layer_met3.png
(4 px per um)
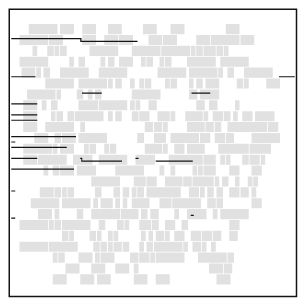
clk_routes.png
(4 px per um)
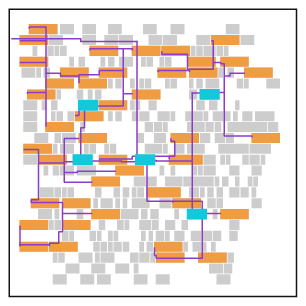
wires.png
(4 px per um)
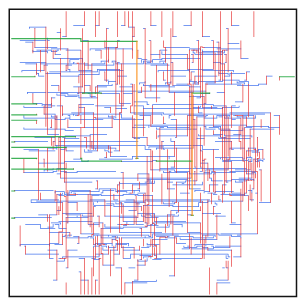
congestion.png
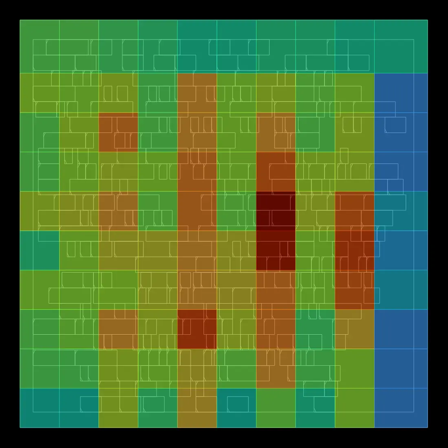
--- src/rtl/popcount_pkg.sv ---
// Shared constants and types for the popcount harness blocks.
// Holds vector/count widths, the coprime stride table and the generator FSM states.
package popcount_pkg;

    localparam int POP_N  = 25;
    localparam int POP_CW = 5;

    // Every entry is coprime to 25, so a full walk visits all positions.
    localparam logic [4:0] STRIDE_TAB [20] = '{
        5'd1,  5'd2,  5'd3,  5'd4,  5'd6,
        5'd7,  5'd8,  5'd9,  5'd11, 5'd12,
        5'd13, 5'd14, 5'd16, 5'd17, 5'd18,
        5'd19, 5'd21, 5'd22, 5'd23, 5'd24
    };

    typedef enum logic [1:0] {
        IDLE,
        FILL,
        HOLD
    } ug_state_t;

endpackage

--- src/rtl/popcount_lfsr16.sv ---
// 16-bit Galois LFSR, x^16+x^14+x^13+x^11+1, advancing once per step.
// Only compiled when UNARY_GEN_LFSR_EN is defined.
`ifdef UNARY_GEN_LFSR_EN
module popcount_lfsr16 (
    input  logic        clk,
    input  logic        rst,
    input  logic        step,
    input  logic [15:0] seed,
    output logic [15:0] q
);

    logic [15:0] r_q;

    always_ff @(posedge clk) begin
        if (rst) begin
            r_q <= seed;
        end else if (step) begin
            r_q <= {1'b0, r_q[15:1]} ^ (r_q[0] ? 16'hB400 : 16'h0000);
        end
    end

    assign q = r_q;

endmodule
`endif

--- src/rtl/popcount25_unary_gen.sv ---
// Builds a 25-bit vector holding exactly count_in ones, one bit per cycle.
// UNARY_GEN_LFSR_EN scatters positions via LFSR; otherwise a thermometer code.
module popcount25_unary_gen
    import popcount_pkg::*;
#(
    parameter int          N    = POP_N,
    parameter int          CW   = POP_CW,
    parameter logic [15:0] SEED = 16'hACE1
) (
    input  logic          clk,
    input  logic          rst,
    input  logic          count_valid,
    output logic          count_ready,
    input  logic [CW-1:0] count_in,
    output logic          vec_valid,
    input  logic          vec_ready,
    output logic [N-1:0]  vec_out,
    output logic [CW-1:0] vec_count
);

    if (SEED == 16'h0000) begin : g_bad_seed
        $error("SEED must be non-zero");
    end

    ug_state_t     r_state;
    ug_state_t     w_next;
    logic          r_rst_d;
    logic [N-1:0]  r_vec;
    logic [CW-1:0] r_cnt;
    logic [CW-1:0] r_rem;
    logic [CW-1:0] w_n;
    logic [4:0]    r_pos;
    logic [4:0]    r_stride;
    logic [4:0]    w_start;
    logic [4:0]    w_stride;
    logic [5:0]    w_sum;
    logic          w_accept;

    // r_rst_d keeps count_ready low for the cycle following a reset edge.
    assign count_ready = (r_state == IDLE) && !r_rst_d;
    assign vec_valid   = (r_state == HOLD);
    assign vec_out     = r_vec;
    assign vec_count   = r_cnt;

    assign w_accept = count_ready && count_valid;
    assign w_n      = (count_in > CW'(N)) ? CW'(N) : count_in;
    assign w_sum    = {1'b0, r_pos} + {1'b0, r_stride};

`ifdef UNARY_GEN_LFSR_EN
    logic [15:0] w_lfsr;
    logic [4:0]  w_idx;
    logic        w_unused_lfsr;

    popcount_lfsr16 u_lfsr (
        .clk  (clk),
        .rst  (rst),
        .step (w_accept),
        .seed (SEED),
        .q    (w_lfsr)
    );

    assign w_start = (w_lfsr[4:0] >= 5'd25) ? w_lfsr[4:0] - 5'd25
                                            : w_lfsr[4:0];
    assign w_idx   = (w_lfsr[12:8] >= 5'd20) ? w_lfsr[12:8] - 5'd20
                                             : w_lfsr[12:8];
    assign w_stride = STRIDE_TAB[w_idx];
    assign w_unused_lfsr = ^{w_lfsr[15:13], w_lfsr[7:5]};
`else
    assign w_start  = 5'd0;
    assign w_stride = 5'd1;
`endif

    always_comb begin
        w_next = r_state;
        unique case (r_state)
            IDLE: if (w_accept) w_next = (w_n == '0) ? HOLD : FILL;
            FILL: if (r_rem == CW'(1)) w_next = HOLD;
            HOLD: if (vec_ready) w_next = IDLE;
            default: w_next = IDLE;
        endcase
    end

    always_ff @(posedge clk) begin
        if (rst) begin
            r_state  <= IDLE;
            r_rst_d  <= 1'b1;
            r_vec    <= '0;
            r_cnt    <= '0;
            r_rem    <= '0;
            r_pos    <= 5'd0;
            r_stride <= 5'd1;
        end else begin
            r_state <= w_next;
            r_rst_d <= 1'b0;
            if (w_accept) begin
                r_vec    <= '0;
                r_cnt    <= w_n;
                r_rem    <= w_n;
                r_pos    <= w_start;
                r_stride <= w_stride;
            end else if (r_state == FILL) begin
                r_vec[r_pos] <= 1'b1;
                // pos + stride < 50, so one conditional subtract wraps it
                r_pos <= (w_sum >= 6'd25) ? 5'(w_sum - 6'd25) : w_sum[4:0];
                r_rem <= r_rem - CW'(1);
            end
        end
    end

endmodule

--- config.mk ---
export PLATFORM = sky130hd
export DESIGN_NAME = popcount25_unary_gen
export DESIGN_NICKNAME = d
export VERILOG_FILES = /design/src/rtl/popcount_pkg.sv /design/src/rtl/popcount_lfsr16.sv /design/src/rtl/popcount25_unary_gen.sv
export SDC_FILE = /design/constraint.sdc
export NUM_CORES = 1
export LEC_CHECK = 0
export CAP_MARGIN = 20
export CORE_MARGIN = 2
export CORE_UTILIZATION = 42
export DETAILED_ROUTE_END_ITERATION = 16
export PLACE_DENSITY_LB_ADDON = 0.12
export SYNTH_ARGS = -nofsm -noshare
export SYNTH_HDL_FRONTEND = slang
export SYNTH_HIERARCHICAL = 1
export SYNTH_SLANG_ARGS = --single-unit
--- constraint.sdc ---
create_clock -name clk -period 1.9 [get_ports clk]
set_input_delay 0.19 -clock clk [delete_from_list [all_inputs] [get_ports clk]]
set_output_delay 0.19 -clock clk [all_outputs]
set_load 0.01 [all_outputs]
==> Slide: Implementation Results <==
Implementation Results

Pwr
  • Top power group: sequential cells
  • Internal: 1320 uW
  • Seq group: 950 uW
  • Logic gate share of total power: 12.2%
  • P_comb: 218 uW
  • Cell leakage power: 0.000916 uW
  • Worst IR Drop VDD: 0.000660 V
  • Sw Share: 25.9%
  • PD cells: 717 nW/um^2
  • Switching pwr: 463 uW
  • Flop pwr share: 53.2%

Detailed routing
  • DRC: 0
  • Pre-Repair DR Iteration Count: 4
  • Antenna Nets Post-Route: 0
  • Via density: 5.02
  • Iteration-0 DRC count of the detailed router: 65

STA
  • Period utilization: 90.2%
  • Max transition margin: 66.7%
  • Hold Vio Cnt, Final: 0
  • Max Fclk: 0.584 GHz
  • Final setup TNS: 0 ps
  • Final worst path period need: 1710 ps
  • Max-slew violation count: 0
  • Least-Margin Pin Slew: 496 ps
  • RSZ-0062 raised after global routing: no

Placement
  • IO Port Bufs: 40
  • DP Wirelength: 3140 um
  • RePlAce Congestion: 0.896

Critical path
  • Top delay family on crit path: AND-OR/OR-AND gates
  • WP buf/inv: 1
  • R2R setup slack: 190 ps
  • Setup crit end: r_pos[3]
  • CP startpoint: r_pos[1]
  • Worst r2r src: r_pos[1]
  • Slowest CP cell: dfxtp_4
  • Cells on worst reg2reg path: 8
  • Levels on crit path: 8
  • Crit. End Element: flip-flop
  • FF-to-FF End: r_pos[3]
  • Crit-path max FO: 6
  • Critical Path, Cell by Cell: inv_1 -> ha_1 -> nand2b_1 -> a21o_1 -> a31oi_4 -> nor4b_2 -> a211oi_1 -> o211ai_1
  • Worst setup SP type: flip-flop
  • Required time worst endpoint: 2070 ps

Die
  • Die area: 5100 um^2
  • Die X: 71.4 um
  • Top Ports: 41
  • Row count: 24
  • Die height: 71.4 um
  • Core area: 4350 um^2

Hold path
  • Hold Path Depth: 2
  • WHS Endpoint: vec_count[0]
  • Hold crit path type: flip-flop to flip-flop
  • Worst hold start: vec_count[0]

CTS
  • CTS Buffer Depth: 2
  • Clock Pin Slew Worst Setup and Hold Paths: 80 ps
  • CTS H-tree lvls: 2
  • Cts hold-fix bufs: 0
  • Clock sink count: 43
  • # resized after CTS: 0
  • TritonCTS Buffers: 5

Synth
  • Distinct lib cells used: 36
  • Largest combinational cell category by area: simple AND/OR/NAND/NOR gates
  • Syn nets: 248
  • Post-synthesis register bit count: 43
  • Simple share: 24.7%
  • Adder Area Share: 4.59%
  • Xor/xnor share: 2.29%
  • Synthesized cell area: 1910 um^2
  • Aoi share: 17.8%
  • YS chip area: 1910 um^2
  • MUX area fraction: 0%
  • Number of cells in Yosys stat: 232
  • Cells after synthesis: 232
  • Seq/Total Area, Yosys: 45.1%

Cells and area
  • Antenna diodes: 0
  • P&R area growth vs syn: 30.6%
  • Fin nets: 292
  • FILL cells: 411

Global route
  • Vias in the first global route: 1548
  • First-pass GRT wire length: 7130 um
  • Global route overflow: 0
  • Largest net degree at the start of global routing: 20
  • Initial antenna violation count: 0

Outcome
  • Outcome: complete, no violations

Run
  • Tool warnings: 31
  • Max Cap Viol: 0
Back to the opening pictures, layer_met3.png:
15 nets have wire on it. The wires run mostly horizontal. The longest straight run is 17.2 um. The layer holds 3.4% of the routed length.
Via Count: 1651
drt total wl: 4230 um
GR Util met3: 4.22%

Back to the opening pictures, clk_routes.png:
Cyan is clock drivers, count 5. Orange is flip-flops, count 43. Purple is clock wires, length 522 um.
Position of the flops: widely spread. There are 6 routed clock nets.
Max Clock Skew: 8.36 ps
clk pwr: 619 uW
clock power share: 34.6%

Back to the opening pictures, wires.png:
Orange is metal 4, wire length 59.8 um. Blue is metal 1, wire length 2170 um. Red is metal 2, wire length 1850 um. Green is metal 3, wire length 142 um.
Routed WL per cell: 12.8 um
Total GRT Usage: 17.8%

Back to the opening pictures, congestion.png:
M1 GR Usage: 24.8%
Util after Layout: 57.3%

[routing by layer]
| layer | part of all wire, % | vias up | global-route usage [%] |
|---|---|---|---|
| met1 | 51 | 760 | 24.8 |
| met2 | 44 | 20 | 26.2 |
| met3 | 3.4 | 5 | 4.22 |
| met4 | 1.4 | 0 | 7.76 |
| li1 | - | 866 | - |
| met5 | 0 | - | 0 |
[cells in the final DEF, fill, tap and decap left out, types with 2 or more instances in the layout]
cell type / n
a211oi_1: 2
a21oi_1: 38
a22oi_1: 3
and2_0: 2
and2_1: 5
buf_4: 11
clkbuf_8: 6
clkdlybuf4s50_1: 40
dfxtp_1: 41
dfxtp_4: 2
ha_1: 6
inv_1: 7
nand2_1: 20
nand2b_1: 4
nand3_1: 5
nor2_1: 46
nor2b_1: 3
nor3_1: 6
o21ai_0: 6
xnor2_1: 3
xor2_1: 2
[flip-flops by register name, summed over array words and instances, names as in the netlist]
register   cells
r_state        2
vec_count      5
r_rem          5
r_pos          5
vec_out       25
r_rst_d        1
[per-stage QoR]
| step | util, % | cells | hold slack (ps) | instance area (um^2) | power (uW) |
|---|---|---|---|---|---|
| finish | 57.3 | 329 | 463 | 2490 | 1790 |
| floorplan | - | 232 | 218 | 1910 | 1110 |
| detailed placement | 54.5 | 320 | 452 | 2370 | 1190 |
| global route | 57.3 | 329 | 474 | 2490 | 1870 |
| CTS | 56.7 | 328 | 466 | 2470 | 1800 |
| global placement | 54.5 | 320 | 448 | 2370 | 1180 |
[cells in the mapped netlist]
| master | n | area share (%) |
|---|---|---|
| xor2_1 | 2 | 0.92 |
| buf_2 | 6 | 1.6 |
| nor2_2 | 1 | 0.33 |
| nor3_1 | 6 | 1.6 |
| or2_2 | 1 | 0.33 |
| nand2_1 | 20 | 3.9 |
| and2b_1 | 1 | 0.39 |
| nand2b_1 | 4 | 1.3 |
| buf_6 | 2 | 1.2 |
| a31oi_1 | 1 | 0.33 |
| o32ai_4 | 1 | 1.4 |
| nor4b_1 | 2 | 0.92 |
| buf_4 | 1 | 0.39 |
| nand2b_4 | 1 | 0.72 |
| a22oi_1 | 3 | 1.2 |
| nand3_1 | 5 | 1.3 |
| nor2_1 | 46 | 9.0 |
| or3_1 | 1 | 0.33 |
| and2_0 | 2 | 0.66 |
| nand4b_1 | 1 | 0.46 |
| nor2b_1 | 3 | 0.98 |
| a211oi_2 | 1 | 0.66 |
| xnor2_1 | 3 | 1.4 |
| clkbuf_1 | 5 | 0.98 |
| and2_4 | 1 | 0.46 |
| and2_1 | 5 | 1.6 |
| ha_1 | 7 | 4.6 |
| o21ai_0 | 6 | 1.6 |
| dfxtp_1 | 43 | 45 |
| a21oi_1 | 38 | 10 |
| nor4_1 | 1 | 0.33 |
| a211oi_1 | 2 | 0.79 |
| o211ai_1 | 1 | 0.39 |
| a21o_1 | 1 | 0.39 |
| a31oi_4 | 1 | 1.1 |
| inv_1 | 7 | 1.4 |
[cell type report]
cell class              instances  area [um^2]  share of cell area, %
well taps                      52         65.1                   2.61
repair buffers                 51          483                   19.4
clock inverters                 2         16.3                  0.652
inverters                       7         26.3                   1.05
flip-flops and latches         43          868                   34.8
clock buffers                   6         82.6                   3.31
multi-input cells             168          952                   38.2
Power figures rest on the tool's default switching activity, not on a simulated workload.
